<file path="config.mk">
export PLATFORM = sky130hd
export DESIGN_NAME = audio_peak_meter
export DESIGN_NICKNAME = d
export VERILOG_FILES = /design/src/rtl/audio_peak_meter.sv
export SDC_FILE = /design/constraint.sdc
export NUM_CORES = 1
export LEC_CHECK = 0
export CAP_MARGIN = 20
export CORE_MARGIN = 2
export CORE_UTILIZATION = 40
export DETAILED_ROUTE_END_ITERATION = 10
export GPL_TIMING_DRIVEN = 0
export HOLD_SLACK_MARGIN = 0.03
export PLACE_DENSITY_LB_ADDON = 0.2
export SYNTH_ARGS = -nofsm -noshare
export SYNTH_HDL_FRONTEND = slang
export SYNTH_SLANG_ARGS = --single-unit
</file>
<file path="constraint.sdc">
create_clock -name clk -period 5.2 [get_ports clk]
set_input_delay 0.52 -clock clk [delete_from_list [all_inputs] [get_ports clk]]
set_output_delay 0.52 -clock clk [all_outputs]
set_load 0.01 [all_outputs]
</file>
<file path="src/rtl/audio_peak_meter.sv">
// Stereo peak meter: per-channel |sample| peak with hold then exponential decay, 6 dB/segment bar, stretched clip.
// One-cycle registered latency on each valid sample; never stalls, every valid is consumed.
module audio_peak_meter #(
    parameter int             W            = 24,
    parameter int             SEGS         = 5,
    parameter int             HOLD_SAMPLES = 4800,
    parameter int             DECAY_SHIFT  = 6,
    parameter logic [W-1:0]   CLIP_THRESH  = 24'h7F0000,
    parameter int             CLIP_HOLD    = 24000
) (
    input  logic                clk,
    input  logic                reset_n,
    input  logic                valid,
    input  logic [W-1:0]        sample_left,
    input  logic [W-1:0]        sample_right,
    output logic [W-2:0]        peak_left,
    output logic [W-2:0]        peak_right,
    output logic [SEGS-1:0]     bar_left,
    output logic [SEGS-1:0]     bar_right,
    output logic                clip_left,
    output logic                clip_right
);

    localparam int HW_RAW   = $clog2(HOLD_SAMPLES + 1);
    localparam int CW_RAW   = $clog2(CLIP_HOLD + 1);
    localparam int HW       = (HW_RAW < 1) ? 1 : HW_RAW;
    localparam int CW       = (CW_RAW < 1) ? 1 : CW_RAW;
    localparam int BAR_BASE = W - 1 - SEGS;

    logic [W-1:0]    smp        [2];
    logic [W-1:0]    neg        [2];
    logic [W-2:0]    mag        [2];
    logic [W-2:0]    dec        [2];
    logic [W-2:0]    decayed    [2];
    logic [W-2:0]    peak_q     [2];
    logic [W-2:0]    peak_d     [2];
    logic [HW-1:0]   hold_q     [2];
    logic [HW-1:0]   hold_d     [2];
    logic [CW-1:0]   clip_cnt_q [2];
    logic [CW-1:0]   clip_cnt_d [2];
    logic [SEGS-1:0] bar_q      [2];
    logic [SEGS-1:0] bar_d      [2];
    logic            clip_q     [2];
    logic            clip_d     [2];

    assign smp[0] = sample_left;
    assign smp[1] = sample_right;

    always_comb begin
        for (int c = 0; c < 2; c++) begin
            neg[c] = ~smp[c] + W'(1);
            // Negating the most-negative code overflows back to a negative value: saturate it.
            if (!smp[c][W-1])
                mag[c] = smp[c][W-2:0];
            else if (neg[c][W-1])
                mag[c] = '1;
            else
                mag[c] = neg[c][W-2:0];

            dec[c] = peak_q[c] >> DECAY_SHIFT;
            if (dec[c] == '0)
                dec[c] = (W-1)'(1);
            decayed[c] = (peak_q[c] >= dec[c]) ? (peak_q[c] - dec[c]) : '0;

            peak_d[c]     = peak_q[c];
            hold_d[c]     = hold_q[c];
            clip_cnt_d[c] = clip_cnt_q[c];
            clip_d[c]     = clip_q[c];

            if (valid) begin
                if (mag[c] > peak_q[c]) begin
                    peak_d[c] = mag[c];
                    hold_d[c] = HW'(HOLD_SAMPLES);
                end else if (hold_q[c] != '0) begin
                    hold_d[c] = hold_q[c] - HW'(1);
                end else begin
                    peak_d[c] = decayed[c];
                end

                // Flag follows the count before this sample's decrement so it stays lit
                // for CLIP_HOLD samples after the last clipped one.
                if (mag[c] >= CLIP_THRESH[W-2:0]) begin
                    clip_cnt_d[c] = CW'(CLIP_HOLD);
                    clip_d[c]     = 1'b1;
                end else begin
                    clip_d[c] = (clip_cnt_q[c] != '0);
                    if (clip_cnt_q[c] != '0)
                        clip_cnt_d[c] = clip_cnt_q[c] - CW'(1);
                end
            end

            for (int k = 0; k < SEGS; k++)
                bar_d[c][k] = (peak_d[c] >= ((W-1)'(1) << (BAR_BASE + k)));
        end
    end

    always_ff @(posedge clk or negedge reset_n) begin
        if (!reset_n) begin
            for (int c = 0; c < 2; c++) begin
                peak_q[c]     <= '0;
                hold_q[c]     <= '0;
                clip_cnt_q[c] <= '0;
                bar_q[c]      <= '0;
                clip_q[c]     <= 1'b0;
            end
        end else begin
            for (int c = 0; c < 2; c++) begin
                peak_q[c]     <= peak_d[c];
                hold_q[c]     <= hold_d[c];
                clip_cnt_q[c] <= clip_cnt_d[c];
                bar_q[c]      <= bar_d[c];
                clip_q[c]     <= clip_d[c];
            end
        end
    end

    assign peak_left  = peak_q[0];
    assign peak_right = peak_q[1];
    assign bar_left   = bar_q[0];
    assign bar_right  = bar_q[1];
    assign clip_left  = clip_q[0];
    assign clip_right = clip_q[1];

endmodule
</file>
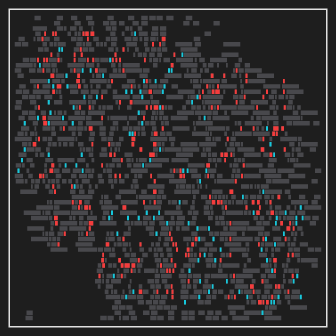
Run 1: gate families picked out
[red] NAND gates | cells: 231 | where: spread over the die
[cyan] inverters | cells: 115 | where: spread over the die
fin cells: 1733
Top cell excl fill/tap: nand2_1

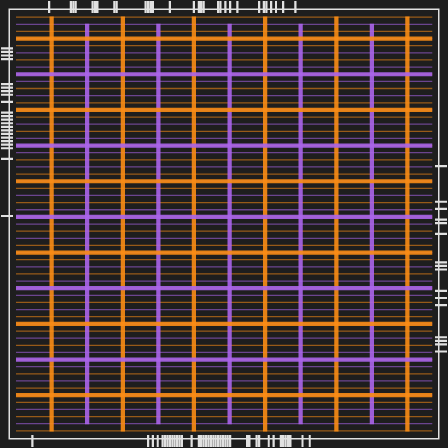
Run 1: power grid
Pins as bars on the die edge.
[orange] VSS
[purple] VDD
met4 straps: 11
signal pins: 109
met1 rails: 59
VDD IR max: 0.4230 mV
Die Y-Extent: 163.2 um
Die W: 163.2 um
Core Footprint: 25040 um2

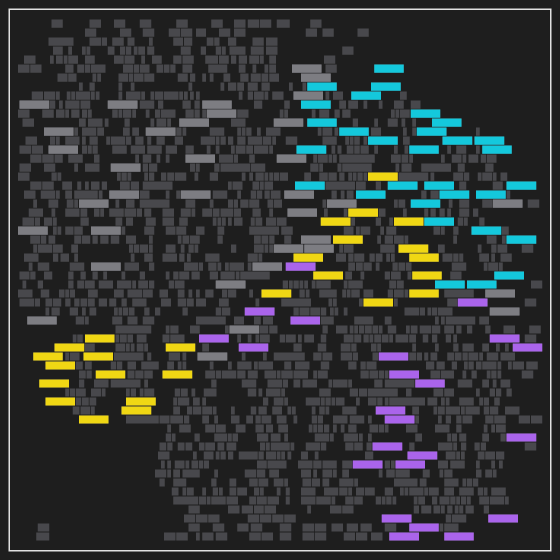
Run 1: where the registers sit
[purple] peak_left | placed flops: 23
[cyan] clip_cnt_q | placed flops: 30 | where: north-east
[yellow] hold_q | placed flops: 26
not coloured: 35

-- run 1: sequential cells by signal (all words and copies together) (netlist names) --
signal and flops:
peak_left 23, hold_q 26, bar_right 5, clip_cnt_q 30
clip_left 1, bar_left 5, clip_right 1, peak_right 23
-- run 1: area by class of cell --
class	count	area, um2	share of cell area [%]
Multi-Input combinational cell	988	6790	54.71
Sequential cell	114	2853	22.99
Timing Repair Buffer	112	1130	9.104
Inverter	115	431.7	3.478
Clock buffer	18	429.2	3.458
Tap cell	330	412.9	3.327
Buffer	42	186.4	1.502
Clock inverter	14	177.7	1.432
-- run 1: logic make-up (layout without fill, tap and decap cells) --
group,after synthesis,count (layout),synth area share (%)
flops,114,114,28.13
compound gates,341,341,22.84
xor+xnor,98,98,8.465
mux,4,4,0.3949
buf+inv,161,301,6.145
simple gates,452,452,22.40
fa+ha+maj,93,93,11.62
-- run 1: power groups by stage --
stage	clock [mW]	sequential, mW	combinational (mW)
after floorplan	0	1.70	3.20
after global placement	0	1.82	4.57
after detailed placement	0	1.82	4.64
after CTS	1.24	1.82	4.70
after global routing	1.28	1.88	5.31
final	1.22	1.83	4.76
-- run 1: cell usage after synthesis (9+ instances only) --
library cell / instances / area (um2)
nand2_1: 159 / 596.8
inv_1: 115 / 431.7
dfrtp_1: 114 / 2853
ha_1: 91 / 1139
o21ai_0: 89 / 445.4
nor2_1: 77 / 289.0
a21oi_1: 55 / 275.3
xor2_1: 52 / 455.4
xnor2_1: 46 / 402.9
clkbuf_1: 38 / 142.6
nand3_1: 34 / 170.2
nor3_1: 34 / 170.2
a22oi_1: 31 / 232.7
or3_1: 27 / 168.9
a21o_1: 22 / 165.2
nor4_1: 22 / 137.6
nand2b_1: 16 / 100.1
nand4_1: 15 / 93.84
a31oi_1: 13 / 81.33
o31ai_1: 13 / 97.59
and3_1: 10 / 62.56
a211oi_1: 9 / 67.56
o21a_1: 9 / 67.56
-- run 1: routing by layer --
metal | vias to the layer above | share of wire (%) | GRT usage [%]
li1 | 4834 | - | -
met1 | 4702 | 46 | 33.06
met2 | 296 | 47 | 39.37
met3 | 27 | 5.7 | 3.860
met4 | 0 | 1.1 | 5.511
met5 | - | 0 | 0
-- run 1: metrics by stage --
stage / util (%) / power, mW / worst slack, ns / TNS [ns]
final: 49.57 / 7.811 / 0.01217 / 0
after global placement: 46.39 / 6.393 / -1.229 / -184.45
after detailed placement: 46.53 / 6.470 / -1.149 / -48.88
after CTS: 49.33 / 7.763 / 0.05016 / 0
after global routing: 49.57 / 8.461 / -0.1107 / -0.1279
after floorplan: - / 4.893 / 0.4544 / 0
-- run 1: worst paths after layout --
check	startpoint	endpoint	depth (start not counted)
max in group asynchronous	reset_n	peak_left[10]$_DFF_PN0_	3
min in group asynchronous	reset_n	hold_q[6]$_DFFE_PN0P_	2
min	hold_q[13]$_DFFE_PN0P_	hold_q[13]$_DFFE_PN0P_	1
min reg2reg	hold_q[13]$_DFFE_PN0P_	hold_q[13]$_DFFE_PN0P_	1
max reg2reg	peak_left[18]$_DFF_PN0_	bar_left[0]$_DFF_PN0_	13
max	sample_left[5]	bar_left[0]$_DFF_PN0_	18
==> results_dict.tcl, run 1 <==
# implementation run metrics
set metrics [dict create \
    syn-cell-area_um2 10140 \
    avgSynthCellArea_um2 8.028 \
    post_cts_resized 21 \
    routed_wl_um 31220 \
    ioPinCount 109 \
    p_sw_mw 3.738 \
    tightest_slew_ns 1.023 \
    htree_levels 4 \
    wire_per_inst_um 18.02 \
    clkTransAtPathRegs_ns 0.06 \
    clockPowerShare_pct 15.6 \
    nFillCells 2481 \
    crit_buf_inv 3 \
    p_comb_share_pct 61.0 \
    numSynthFlops 114 \
    synth-edff-count 0 \
    cts_hold_buffers 1 \
    area_growth_pct 22.40 \
    start_kind "input port" \
    grt_pass1_vias 9445 \
    rsz0062_at_grt "true" \
    hold-worst-slack_ns 0.4939 \
    post-dp-hpwl_um 23950 \
    grt_pass1_wl_um 50430 \
    fin_crit_ns 5.188 \
    switching_share_pct 47.86 \
    cts_setup_buffers 1 \
    final_cell_mix "nand2_1, inv_1, dfrtp_1, clkdlybuf4s50_1, ha_1" \
    yosysChipArea_um2 10140 \
    drive_gt1_share_pct 6.130 \
    syn_inst 1263 \
    path_class "in2reg" \
    fmax_mhz 192.8 \
    place_congestion 0.9219 \
    rows 58 \
    worstPathRequired_ns 5.42 \
    cpPeakStageDelay_ns 0.62 \
    ys.flop_type "dfrtp_1" \
    slew_headroom_pct 31.18 \
    arrival_ns 5.41 \
    drt_iter0_drc 727 \
    cts_tree "yes" \
    cpMostUsedCell "a221o_1" \
    grt_max_degree 89 \
    cts_sinks 114 \
    cts_root_buf "clkbuf_16" \
    grt-ovfl-total 0 \
    cts_made_buffers 17 \
    chipArea_um2 26640 \
    hp-class "reg2reg" \
    syn-num-nets 1407 \
    vias 9859 \
    synth-warning-count 0 \
    clock_skew_ns 0.01169 \
    clkLatencyLatePin_ns 0.42 \
    post-route-period-util_pct 99.77 \
    vias_per_cell 5.689 \
    critPathTopFamily "simple AND/OR/NAND/NOR gates" \
    cts_buffer_depth 2 \
    slowest_stage "or4_4" \
    placed_area_um2 11650 \
    ys_seq_share_pct 28.13 \
    powerDensity_nw_per_um2 629.4 \
    outcome "complete, no violations" \
    hold_violations 0 \
    warnings 32 \
    final_nets 1534 \
    internal-power_mw 4.073 \
    grt_antenna_before_repair 1 \
    ys_cells 1263 \
    dp_cells 1701 \
    reg2reg_slack_ns 0.80 \
    ant_nets 0 \
    crit_chain "clkdlybuf4s50_1, nor3_4, and4_4, nand3_1, or4_4, buf_2, nand2_1, ha_1, and3_1, a221o_1, a221o_1, a21oi_2, a21o_1, clkbuf_4, nor3_1, a211o_1, a221oi_4, nand4_1" \
    fin_area_um2 12410 \
    maxSlewViolCount 0 \
    synth_cell_type_count 80 \
    max_cap_viol_count 0 \
    leakage_nw 5.391 \
    grt_usage_pct 23.97 \
    cp_max_fo 10 \
    drt-pass1-iter-count 5 \
    setup_violations 0 \
    async_flop_share_pct 100.0 \
    antenna_cells 0 \
    place.port_buffers 106 \
    fp_util_pct 40.50 \
    drcViolationCount 0 \
    critPathCaptureType "flip-flop" \
    pwr-share-seq_pct 23.4 \
]
## Run 2: what changed since run 1
--- a/config.mk
+++ b/config.mk
@@ -8,6 +8,7 @@
 export CAP_MARGIN = 20
 export CORE_MARGIN = 2
 export CORE_UTILIZATION = 40
+export CTS_BUF_LIST = sky130_fd_sc_hd__clkbuf_16
 export DETAILED_ROUTE_END_ITERATION = 10
 export GPL_TIMING_DRIVEN = 0
 export HOLD_SLACK_MARGIN = 0.03
==> run 2 against run 1 <==
  * Worst hold slack stayed put
  * Critical path type unchanged
  * Largest power group unchanged
  * Sequential share of layout area stayed put
  * Final cell count unchanged
  * Count of clock-buffer cells in the layout decreased by 1
  * Synthesized cell count unchanged
  * Global-route usage stayed put
  * Largest cell class unchanged
  * Critical path depth did not move
  * Power about the same
==> results_dict.tcl, run 2 <==
# implementation run metrics
set metrics [dict create \
    outcome "complete, no violations" \
    area_growth_pct 22.40 \
    slew_headroom_pct 31.18 \
    p_sw_mw 3.739 \
    cpPeakStageDelay_ns 0.62 \
    dp_cells 1701 \
    worstPathRequired_ns 5.42 \
    ys_sh_aoi_pct 22.84 \
    yosysChipArea_um2 10140 \
    reg2reg_depth 13 \
    cts_root_buf "clkbuf_16" \
    hp-class "reg2reg" \
    fp.dieW_um 163.2 \
    powerDensity_nw_per_um2 629.3 \
    cts_sinks 114 \
    vias 9859 \
    fa_ha_area_share_pct 11.62 \
    chipArea_um2 26640 \
    antenna_cells 0 \
    power_mw 7.810 \
    rows 58 \
    fin_crit_ns 5.188 \
    ir_drop_mv 0.4230 \
    p_comb_share_pct 61.0 \
    crit_cells 18 \
    placed_area_um2 11650 \
    path_class "in2reg" \
    wire_per_inst_um 18.02 \
    core_um2 25040 \
    muxShareOfSynthArea_pct 0.3949 \
    clockPowerShare_pct 15.6 \
    reg2reg_slack_ns 0.80 \
    reg_top3 "clip_cnt_q: 30 flops, hold_q: 26 flops" \
    tightest_slew_ns 1.023 \
    synthTopLogicFamily "AND-OR/OR-AND gates" \
    synth-warning-count 0 \
    clkLatencyLatePin_ns 0.42 \
    numSynthFlops 114 \
    dieHeight_um 163.2 \
    post-dp-hpwl_um 23950 \
    grt_max_degree 89 \
    largest_register "clip_cnt_q" \
    common_cells "nand2_1, inv_1, dfrtp_1" \
    ys.flop_type "dfrtp_1" \
    async_flop_share_pct 100.0 \
    ant_nets 0 \
    setup_violations 0 \
    grt_usage_pct 23.97 \
    maxSlewViolCount 0 \
    fmax_mhz 192.8 \
    vias_per_cell 5.689 \
    hold_violations 0 \
    synth_cell_type_count 80 \
    drt_iter0_drc 727 \
    critPathCaptureType "flip-flop" \
    synth.most_common_cell "nand2_1" \
    drt-pass1-iter-count 5 \
    place_congestion 0.9219 \
    cts_buffer_depth 2 \
    max_cap_viol_count 0 \
    internal-power_mw 4.071 \
    synth-edff-count 0 \
    clkTransAtPathRegs_ns 0.06 \
    drive_gt1_share_pct 6.130 \
    grt_antenna_before_repair 1 \
    ioPinCount 109 \
    ys_seq_share_pct 28.13 \
    avgSynthCellArea_um2 8.028 \
    critPathTopFamily "simple AND/OR/NAND/NOR gates" \
    final_common_cell "nand2_1" \
    fin_area_um2 12410 \
    syn-cell-area_um2 10140 \
    post-route-period-util_pct 99.77 \
    simple_gate_area_share_pct 22.40 \
]
## run 2: stage by stage
| stage | TNS, ns | hold slack (ns) | worst slack (ns) |
|---|---|---|---|
| after global placement | -184.45 | 0.4712 | -1.229 |
| final | 0 | 0.4939 | 0.01220 |
| after detailed placement | -48.88 | 0.4247 | -1.149 |
| after global routing | -0.1279 | 0.5188 | -0.1107 |
| after floorplan | 0 | 0.2244 | 0.4544 |
| after CTS | 0 | 0.5005 | 0.05016 |
## run 2: kinds of logic after synthesis
kind of cell | after synthesis
xor gates and xnor gates | 98
muxes | 4
and+or+nand+nor | 452
AOI/OAI and AO/OA | 341
adders and majority gates | 93
buffers and inverters | 161
DFF | 114
## run 2: what timing repair did
action,4_1_cts,5_1_grt
hold buffers,1,0
setup endpoints to repair,58,58
buffers inserted,1,2
endpoints found under the hold margin,26,0
resized,21,15
pin swaps,2,3
## run 2: metal layers
layer / GRT usage, % / up-vias / part of all wire [%]
met5: 0 / - / 0
met2: 39.37 / 296 / 47
met1: 33.06 / 4702 / 46
met4: 5.511 / 0 / 1.1
met3: 3.860 / 27 / 5.7
li1: - / 4834 / -
## run 2: power groups by stage
stage | logic (mW) | registers (mW) | clock network, mW
floorplan | 3.20 | 1.70 | 0
global placement | 4.57 | 1.82 | 0
detailed placement | 4.64 | 1.82 | 0
CTS | 4.70 | 1.82 | 1.24
global route | 5.31 | 1.88 | 1.28
finish | 4.76 | 1.83 | 1.22
## run 2: layout make-up
class | instances | area (um2)
Clock inverter | 15 | 181.4
Multi-Input combinational cell | 988 | 6790
Fill cell | 2481 | 12630
Timing Repair Buffer | 112 | 1130
Buffer | 42 | 186.4
Sequential cell | 114 | 2853
Clock buffer | 17 | 425.4
Tap cell | 330 | 412.9
Inverter | 115 | 431.7
## run 2: worst min-delay path by stage
stage                           startpoint                     end  cells past startpoint
global placement    hold_q[14]$_DFFE_PN0P_  hold_q[14]$_DFFE_PN0P_                      2
detailed placement                 reset_n   hold_q[6]$_DFFE_PN0P_                      1
finish              hold_q[13]$_DFFE_PN0P_  hold_q[13]$_DFFE_PN0P_                      1
global route        hold_q[14]$_DFFE_PN0P_  hold_q[14]$_DFFE_PN0P_                      2
CTS                 hold_q[13]$_DFFE_PN0P_  hold_q[13]$_DFFE_PN0P_                      1
floorplan                          reset_n   bar_left[0]$_DFF_PN0_                      0
## run 2: worst reg2reg max path, cell delays in order, from the launching register on
cell	delay (ns)
dfrtp_1	0.50
or3_1	0.48
nor4_1	0.35
a41o_1	0.24
ha_1	0.19
nor2b_1	0.07
o2111ai_1	0.32
a211oi_1	0.19
o311a_1	0.45
nand2b_1	0.23
o2111a_1	0.29
a211o_1	0.34
a221oi_4	0.29
nand4_1	0.26
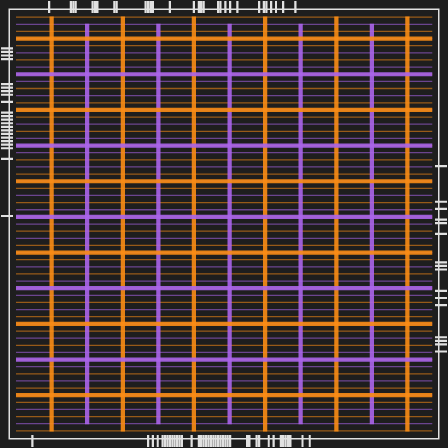
Run 2: power grid
Pins as bars on the die edge.
[orange] VSS
[purple] VDD
met4 straps: 11
signal pins: 109
met5 straps: 11
rows: 58

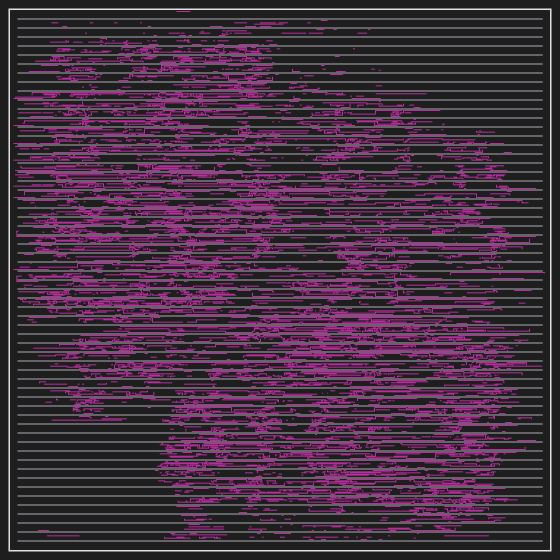
Run 2: signal wires on met1
Supply wires on this layer in grey.
nets with wire on the layer: 1437
share of all routed wire: 46%
routing usage on met1: 33.06%
Detailed Route WL: 31220 um

Power is estimated from default activity; no workload was simulated.
